==> src/rtl/mac_frame_scheduler.sv <==
// Round-robin arbiter sharing one mac_frame_generator between N_REQ sources.
// Sequences load/start/wait-done/gap and tracks frames and timeouts.
module mac_frame_scheduler #(
  parameter int N_REQ            = 4,
  parameter int PAYLOAD_MAX_SIZE = 1500,
  parameter int START_CYCLES     = 2,
  parameter int IPG_CYCLES       = 12,
  parameter int TIMEOUT_CYCLES   = 64
) (
  input  logic               clk,
  input  logic               i_rst,
  input  logic               i_enable,
  input  logic [N_REQ-1:0]   i_req,
  input  logic [N_REQ*8-1:0] i_req_mode,
  input  logic [N_REQ*16-1:0] i_req_len,
  input  logic               i_gen_done,
  output logic               o_gen_start,
  output logic [7:0]         o_gen_mode,
  output logic [15:0]        o_gen_length,
  output logic [N_REQ-1:0]   o_grant,
  output logic [N_REQ-1:0]   o_ack,
  output logic               o_frame_valid,
  output logic               o_busy,
  output logic               o_len_clamped,
  output logic               o_timeout_err,
  output logic [31:0]        o_frame_count
);

  localparam int PW = (N_REQ > 1) ? $clog2(N_REQ) : 1;

  typedef enum logic [2:0] {
    S_IDLE, S_LOAD, S_START, S_WAIT, S_DONE, S_GAP
  } state_t;

  state_t          state, state_nx;
  logic [15:0]     cnt, cnt_nx;
  logic [PW-1:0]   ptr;
  logic [PW-1:0]   win;
  logic            found;
  logic            to_hit;
  logic [15:0]     win_len;

  always_comb begin
    found = 1'b0;
    win   = '0;
    for (int i = 0; i < N_REQ; i++) begin
      if (!found && i_req[(int'(ptr) + i) % N_REQ]) begin
        found = 1'b1;
        win   = PW'((int'(ptr) + i) % N_REQ);
      end
    end
  end

  assign win_len = i_req_len[16*win +: 16];

  // done lags start by a registered cycle, so the first wait cycle ignores it
  always_comb begin
    state_nx = state;
    cnt_nx   = cnt;
    to_hit   = 1'b0;
    unique case (state)
      S_IDLE: begin
        if (i_enable && found) state_nx = S_LOAD;
      end
      S_LOAD: begin
        state_nx = S_START;
        cnt_nx   = 16'd1;
      end
      S_START: begin
        if (cnt == 16'(START_CYCLES)) begin
          state_nx = S_WAIT;
          cnt_nx   = 16'd1;
        end else begin
          cnt_nx = cnt + 16'd1;
        end
      end
      S_WAIT: begin
        if (i_gen_done && cnt != 16'd1) begin
          state_nx = S_DONE;
        end else if (cnt == 16'(TIMEOUT_CYCLES)) begin
          to_hit   = 1'b1;
          state_nx = (IPG_CYCLES == 0) ? S_IDLE : S_GAP;
          cnt_nx   = 16'd1;
        end else begin
          cnt_nx = cnt + 16'd1;
        end
      end
      S_DONE: begin
        state_nx = (IPG_CYCLES == 0) ? S_IDLE : S_GAP;
        cnt_nx   = 16'd1;
      end
      S_GAP: begin
        if (cnt == 16'(IPG_CYCLES)) state_nx = S_IDLE;
        else cnt_nx = cnt + 16'd1;
      end
      default: state_nx = S_IDLE;
    endcase
  end

  always_ff @(posedge clk) begin
    if (i_rst) begin
      state <= S_IDLE;
      cnt   <= '0;
    end else begin
      state <= state_nx;
      cnt   <= cnt_nx;
    end
  end

  always_ff @(posedge clk) begin
    if (i_rst) begin
      ptr           <= '0;
      o_grant       <= '0;
      o_gen_mode    <= '0;
      o_gen_length  <= '0;
      o_len_clamped <= 1'b0;
      o_timeout_err <= 1'b0;
      o_frame_count <= '0;
    end else begin
      if (state == S_IDLE && state_nx == S_LOAD) begin
        o_grant    <= N_REQ'(1) << win;
        o_gen_mode <= i_req_mode[8*win +: 8];
        if (win_len > 16'(PAYLOAD_MAX_SIZE)) begin
          o_gen_length  <= 16'(PAYLOAD_MAX_SIZE);
          o_len_clamped <= 1'b1;
        end else begin
          o_gen_length <= win_len;
        end
        ptr <= (win == PW'(N_REQ - 1)) ? '0 : win + PW'(1);
      end
      if (to_hit) o_timeout_err <= 1'b1;
      if (state == S_DONE) o_frame_count <= o_frame_count + 32'd1;
      if (state != S_IDLE && state_nx == S_IDLE) o_grant <= '0;
    end
  end

  assign o_gen_start   = (state == S_START);
  assign o_frame_valid = (state == S_DONE);
  assign o_ack         = (state == S_DONE) ? o_grant : '0;
  assign o_busy        = (state != S_IDLE);

endmodule

==> config.mk <==
export PLATFORM = sky130hd
export DESIGN_NAME = mac_frame_scheduler
export DESIGN_NICKNAME = d
export VERILOG_FILES = /design/src/rtl/mac_frame_scheduler.sv
export SDC_FILE = /design/constraint.sdc
export NUM_CORES = 1
export LEC_CHECK = 0
export CAP_MARGIN = 40
export CORE_UTILIZATION = 41
export DETAILED_ROUTE_END_ITERATION = 12
export PLACE_DENSITY = 0.9
export SYNTH_ARGS = -nofsm -noshare
export SYNTH_HDL_FRONTEND = slang
export SYNTH_SLANG_ARGS = --single-unit
==> constraint.sdc <==
create_clock -name clk -period 2.85 [get_ports clk]
set_input_delay 0.57 -clock clk [delete_from_list [all_inputs] [get_ports clk]]
set_output_delay 0.57 -clock clk [all_outputs]
set_load 0.01 [all_outputs]
Fig. 1: run 1, placement view
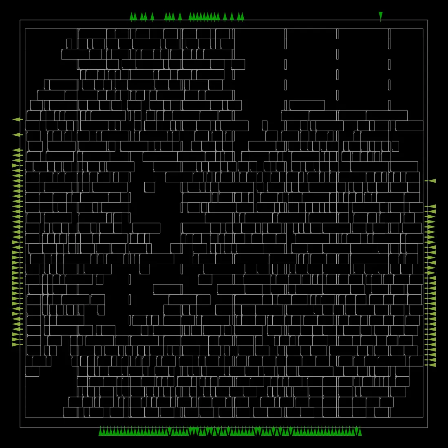
flip-flop and latch count: 83
Filler Cells Inserted: 857
fraction of area in registers: 0.231
row count: 38
final core utilization: 0.657

Fig. 2: run 1, wiring heat map
The bar under the picture is 20 µm long. 22 x 22 tiles, from black (low) to pale yellow (high), scaled to the fullest tile. Values are wire area over tile area, all layers added.
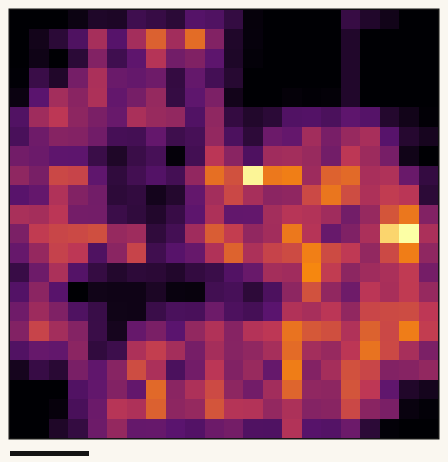
fullest tile	0.67
mean over tiles	0.20
tiles over half the peak	14%

Fig. 3: run 1, sequential cells colored by netlist name
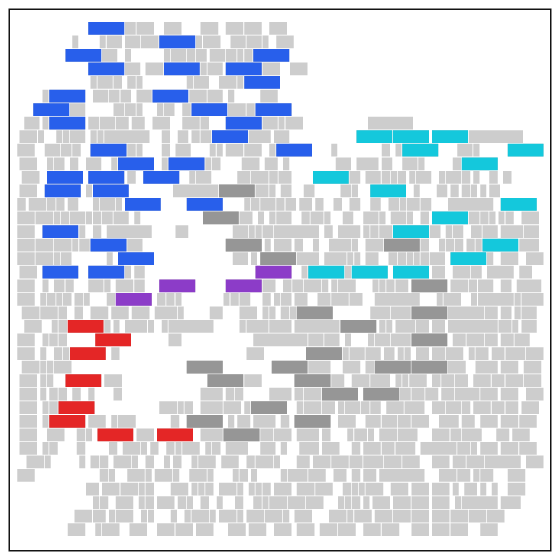
color	signal	placed flops
red	o_gen_mode	8
purple	o_grant	4
blue	o_frame_count	32
cyan	cnt	16
P_seq: 0.00131 W
Storage cell area: 1660 µm²

## run 1: placed cells by master (no fill, tap or decap), types with 4 or more instances in the layout
master,n
clkdlybuf4s50_1,167
nand2_1,108
dfxtp_1,83
nor2_1,66
nand3_1,53
buf_4,44
a21oi_1,34
xor2_1,25
mux2i_1,19
and3_1,14
o21ai_0,13
inv_1,12
nand4_1,12
xnor2_1,11
nor3_1,10
clkbuf_16,10
a211oi_2,9
ha_1,9
or3_1,8
mux2_2,7
and4_1,5
nand2b_1,4
a21boi_0,4
a31oi_1,4
o221a_2,4
buf_6,4
## run 1: registers in the layout (all words and copies together) (netlist names)
register	flops
o_grant	4
o_len_clamped	1
cnt	16
ptr	2
o_gen_mode	8
o_frame_count	32
o_timeout_err	1
o_gen_length	16
state	3
==> flow_metrics.py, run 1 <==
# Metrics from the implementation run
metrics = {
    "finish": {
        "dominant-cell-class": "logic gates",
        "clock_buffers": 10,
    },
    "grt": {
        "gr-usage-met1": 0.285,
        "overflow": 0,
        "grtUsageMet3": 0.0585,
        "met2_usage": 0.391,
    },
    "synth": {
        "xor_area_frac": 0.0679,
        "synth_warnings": 0,
        "area_leaders": "dfxtp_1, nand2_1, nand3_1, nor2_1, xor2_1",
        "syn_avg_cell_area_um2": 7.84,
        "synthArstFlopShare": 0,
    },
    "setup_path": {
        "slowest_stage": "a31o_1",
    },
    "drt": {
        "drtIter0Drc": 288,
        "drc": 0,
        "num_vias": 4980,
    },
    "pwr": {
        "switchingPower_w": 0.00119,
        "power.total_w": 0.00388,
        "p_clk_frac": 0.320,
        "cellLeakagePower_nw": 2.77,
        "power_density_nw_per_um2": 539,
    },
    "clock_network": {
        "htreeDepth": 3,
        "cts-root-buf": "clkbuf_16",
    },
    "placement": {
        "routabilityCongestion": 0.871,
    },
    "outcome": {
        "outcome": "finished, final reports clean",
    },
}
--- run 2 (diff from run 1) ---
- CAP_MARGIN: 40 -> not set
==> run 2 against run 1 <==
Against the previous run: final cell count did not move; first-iteration DRC count did not move; critical endpoint unchanged; global-route usage did not move; clock power barely moved.
==> flow_metrics.py, run 2 <==
# Metrics from the implementation run
metrics = {
    "synth": {
        "xor_area_frac": 0.0679,
        "topCombFamilyByArea": "simple AND/OR/NAND/NOR gates",
        "synth_warnings": 0,
        "syn_avg_cell_area_um2": 7.84,
        "synthArstFlopShare": 0,
    },
    "drt": {
        "num_vias": 4980,
        "drtIter0Drc": 288,
        "drc": 0,
    },
    "finish": {
        "clock_buffers": 10,
        "fill_cells": 857,
        "dominant-cell-class": "logic gates",
        "sh_seq_area": 0.231,
        "largest_reg_flops": 32,
        "final_util": 0.657,
        "reg_top3": "o_frame_count (32), cnt (16), o_gen_length (16)",
        "final_common_cell": "clkdlybuf4s50_1",
        "flops": 83,
        "final_cell_mix": "clkdlybuf4s50_1, nand2_1, dfxtp_1, nor2_1, nand3_1",
    },
    "outcome": {
        "outcome": "finished, final reports clean",
    },
    "clock_network": {
        "htreeDepth": 3,
        "cts-root-buf": "clkbuf_16",
    },
    "grt": {
        "overflow": 0,
        "met2_usage": 0.391,
        "grtUsageMet3": 0.0585,
    },
    "placement": {
        "routabilityCongestion": 0.871,
    },
    "pwr": {
        "power.total_w": 0.00388,
    },
}
-- run 2: cell counts after synthesis --
No cell type changed its count.
-- run 2: tightest hold or removal path: stages (launching register included) --
cell and delay (ns):
dfxtp_1 0.31, nand2_1 0.05, a21oi_1 0.05
-- run 2: power breakdown --
part | total, W | leakage, nW | switching [W] | internal (W)
registers | 0.00131 | 0.674 | 0.0000748 | 0.00124
logic | 0.00133 | 1.94 | 0.000650 | 0.000677
clock network | 0.00124 | 0.153 | 0.000470 | 0.000769
total | 0.00388 | 2.77 | 0.00119 | 0.00268
-- run 2: repair_timing --
| action | CTS | global route |
|---|---|---|
| resized | 12 | 14 |
| hold buffers | 0 | 0 |
| pin swaps | 5 | 5 |
| buffers inserted | 5 | 2 |
| endpoints found under the setup margin | 17 | 17 |
| cloned | 0 | 2 |
Fig. 4: run 2, layout detail
The bar under the picture is 20 µm long. Region (2, 2) to (52, 52) µm. Cells in gray, sequential cells in the stronger gray; small squares are vias.
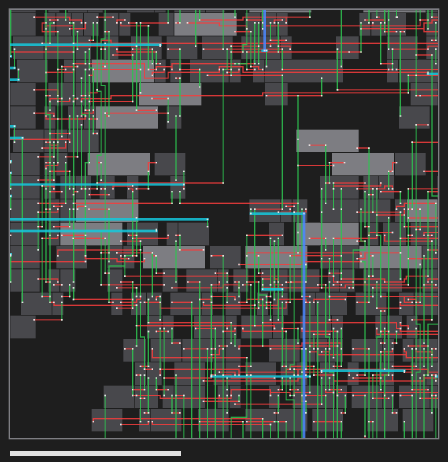
color	layer
green	met2
blue	met4
cyan	met3
red	met1
most frequent	nand2_1 (60), clkdlybuf4s50_1 (57), nand3_1 (30)
sequential cells in the window	14
cells with their middle in the window	198
netlist names of flops here include	o_gen_mode (8), o_gen_length (5)

No activity file was given, so power comes from the tool's default toggle rates.
